==> src/rtl/writeback_unit.sv <==
// Merges single-cycle ALU results and buffered load results onto the single
// register-file write port, killing queued loads overtaken by newer ALU writes.
module writeback_unit #(
   parameter int unsigned DEPTH = 4,
   parameter int unsigned DW    = 18,
   parameter int unsigned AW    = 5
) (
   input  logic          clk,
   input  logic          rst,
   input  logic          alu_valid,
   input  logic [AW-1:0] alu_rd,
   input  logic [DW-1:0] alu_data,
   input  logic          mem_valid,
   output logic          mem_ready,
   input  logic [AW-1:0] mem_rd,
   input  logic [DW-1:0] mem_data,
   output logic          wb_we,
   output logic [AW-1:0] wb_addr,
   output logic [DW-1:0] wb_data,
   output logic [31:0]   pend_mask
);

   localparam int unsigned PW = $clog2(DEPTH);
   localparam int unsigned CW = PW + 1;

   typedef struct packed {
      logic          live;
      logic [AW-1:0] rd;
      logic [DW-1:0] data;
   } entry_t;

   entry_t        fifo_q [DEPTH];
   logic [PW-1:0] rptr_q;
   logic [PW-1:0] wptr_q;
   logic [CW-1:0] count_q;

   logic          alu_win_c;
   logic          push_c;
   logic          pop_c;
   logic          push_live_c;
   logic          wr_en_c;
   logic [AW-1:0] wr_addr_c;
   logic [DW-1:0] wr_data_c;
   entry_t        head_c;

   assign mem_ready = !rst && (count_q < CW'(DEPTH));

   // Port arbitration: ALU always wins; otherwise drain the head, live or dead.
   always_comb begin
      alu_win_c   = 1'b0;
      push_c      = 1'b0;
      pop_c       = 1'b0;
      push_live_c = 1'b0;
      wr_en_c     = 1'b0;
      wr_addr_c   = '0;
      wr_data_c   = '0;
      head_c      = fifo_q[rptr_q];

      alu_win_c   = alu_valid && (alu_rd != '0);
      push_c      = mem_valid && mem_ready && (mem_rd != '0);
      // A same-edge load to the ALU target is program-older, so it is born dead.
      push_live_c = !(alu_win_c && (mem_rd == alu_rd));
      pop_c       = !alu_win_c && (count_q != '0);

      if (alu_win_c) begin
         wr_en_c   = 1'b1;
         wr_addr_c = alu_rd;
         wr_data_c = alu_data;
      end else if (pop_c && head_c.live) begin
         wr_en_c   = 1'b1;
         wr_addr_c = head_c.rd;
         wr_data_c = head_c.data;
      end
   end

   // Pending mask: popped and killed entries are marked dead, so live alone is enough.
   always_comb begin
      pend_mask = '0;
      for (int unsigned r = 1; r < 32; r++) begin
         for (int unsigned i = 0; i < DEPTH; i++) begin
            if (fifo_q[PW'(i)].live && (fifo_q[PW'(i)].rd == AW'(r))) begin
               pend_mask[r] = 1'b1;
            end
         end
      end
   end

   always_ff @(posedge clk) begin
      if (rst) begin
         rptr_q  <= '0;
         wptr_q  <= '0;
         count_q <= '0;
         wb_we   <= 1'b0;
         wb_addr <= '0;
         wb_data <= '0;
         for (int unsigned i = 0; i < DEPTH; i++) begin
            fifo_q[PW'(i)].live <= 1'b0;
         end
      end else begin
         wb_we <= wr_en_c;
         if (wr_en_c) begin
            wb_addr <= wr_addr_c;
            wb_data <= wr_data_c;
         end

         // Write-after-write kill of queued loads to the ALU destination.
         if (alu_win_c) begin
            for (int unsigned i = 0; i < DEPTH; i++) begin
               if (fifo_q[PW'(i)].rd == alu_rd) begin
                  fifo_q[PW'(i)].live <= 1'b0;
               end
            end
         end

         if (pop_c) begin
            fifo_q[rptr_q].live <= 1'b0;
            rptr_q              <= rptr_q + PW'(1);
         end

         if (push_c) begin
            fifo_q[wptr_q].live <= push_live_c;
            fifo_q[wptr_q].rd   <= mem_rd;
            fifo_q[wptr_q].data <= mem_data;
            wptr_q              <= wptr_q + PW'(1);
         end

         count_q <= count_q + CW'(push_c) - CW'(pop_c);
      end
   end

endmodule

==> config.mk <==
export PLATFORM = sky130hd
export DESIGN_NAME = writeback_unit
export DESIGN_NICKNAME = d
export VERILOG_FILES = /design/src/rtl/writeback_unit.sv
export SDC_FILE = /design/constraint.sdc
export NUM_CORES = 1
export LEC_CHECK = 0
export ABC_AREA = 1
export CAP_MARGIN = 20
export CORE_MARGIN = 2
export CORE_UTILIZATION = 55
export CTS_CLUSTER_SIZE = 40
export DETAILED_ROUTE_END_ITERATION = 8
export HOLD_SLACK_MARGIN = 0.15
export PLACE_DENSITY = 0.83
export SLEW_MARGIN = 20
export SYNTH_ARGS = -nofsm -noshare
export SYNTH_HDL_FRONTEND = slang
export SYNTH_SLANG_ARGS = --single-unit
==> constraint.sdc <==
create_clock -name clk -period 6.8 [get_ports clk]
set_input_delay 1.7 -clock clk [delete_from_list [all_inputs] [get_ports clk]]
set_output_delay 1.7 -clock clk [all_outputs]
set_load 0.005 [all_outputs]
Cell outlines without signal wires:
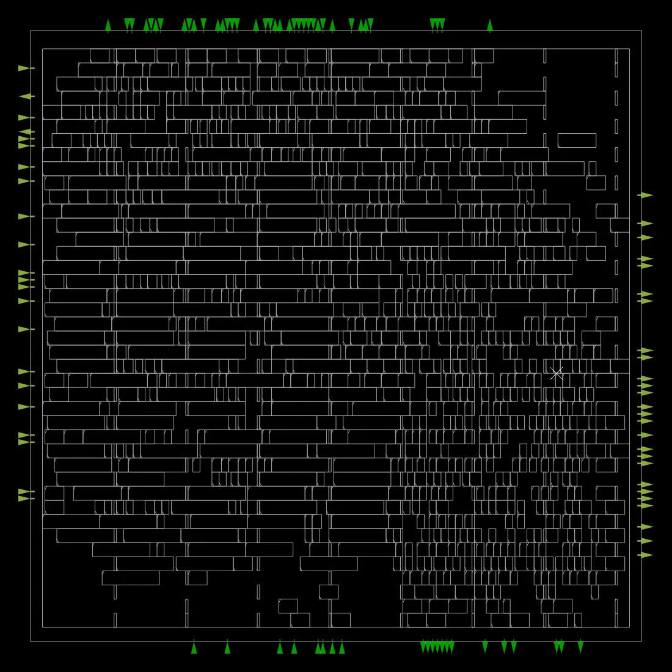
# fillers: 986
flip-flops: 129
non-filler cells, final: 1171
Seq/total area: 0.402

==> qor.csv <==
stage;metric;value;unit
synth;ys_seq_frac;0.498;
setup_path;start_kind;input pin;
setup_path;worst_setup_path_end_kind;output pin;
layout;top_regs;fifo_q x96, wb_data x18, wb_addr x5;
routing;routed_via_density;5.48;
global_routing;grt_pass1_vias;6194;
routing;ant_nets;0;
setup_path;cp.required;5.10;ns
timing;layout_min_cycle_time;4.67;ns
synth;ff_type;edfxtp_1;
synth;synth-compound-area-share;0.0469;
global_routing;met3_usage;0.0572;
clocking;cts_hold_buf;0;
setup_path;arrival;2.97;ns
timing;maxSlewHeadroom;0.316;
status;violations;DRC;
job;log.warning_count;32;
floorplan;chip_area;13900;sq um
layout;antenna_cells;0;
setup_path;critical-path-slowest-cell;clkdlybuf4s50_1;
status;outcome;finished, violations left;
synth;async_flop_share;0;
floorplan;core-area;12600;sq um
routing;drc;1;
clocking;cts_resized;0;
job;drv_cap;0;
power_and_ir_drop;p_leak;3.47;nW
global_routing;grt_busiest_layer;met2;
layout;seq_area;3540;sq um
timing;fin_tns_setup;0;ns
timing;setup_viol;0;
global_routing;grtUsageMet2;0.472;
min_path;hp-class;register to register;
Sequential cells coloured by netlist name:
Bar = 20 microns. Other sequential cells in the stronger grey, the rest of the logic in the fainter grey.
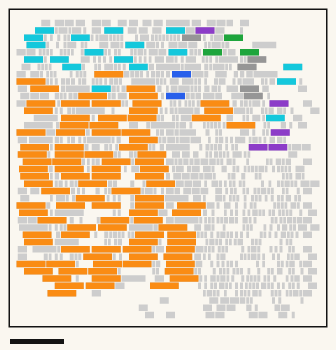
- purple: `wb_addr` (placed flops 5)
- orange: `fifo_q` (placed flops 96)
- blue: `wptr_q` (placed flops 2)
- green: `count_q` (placed flops 3)
- cyan: `wb_data` (placed flops 18)

-- cells by family after synthesis --
kind of cell,after synthesis
adder cells (fa/ha/maj),11
flip-flops,129
XOR/XNOR,25
other,1
buffers and inverters,119
AND/OR/NAND/NOR,552
AND-OR/OR-AND,60
-- worst register-to-register path, stage by stage (launching register included) --
cell and delay (ns):
dfxtp_1 0.31, buf_4 0.49, inv_2 0.49, nand2_1 0.18, nand3_2 0.10, nand2_4 0.27, nand3_4 0.12, nand2_4 0.29
nor2_1 0.09, nor2_1 0.13, nor2_1 0.06
-- where the power goes --
group / total, mW / switching, mW / leakage, nW / internal (mW)
registers: 0.958 / 0.0393 / 1.15 / 0.918
clock network: 0.970 / 0.352 / 0.308 / 0.617
logic: 0.724 / 0.477 / 2.01 / 0.246
total: 2.65 / 0.869 / 3.47 / 1.78
Power figures rest on the tool's default switching activity, not on a simulated workload.
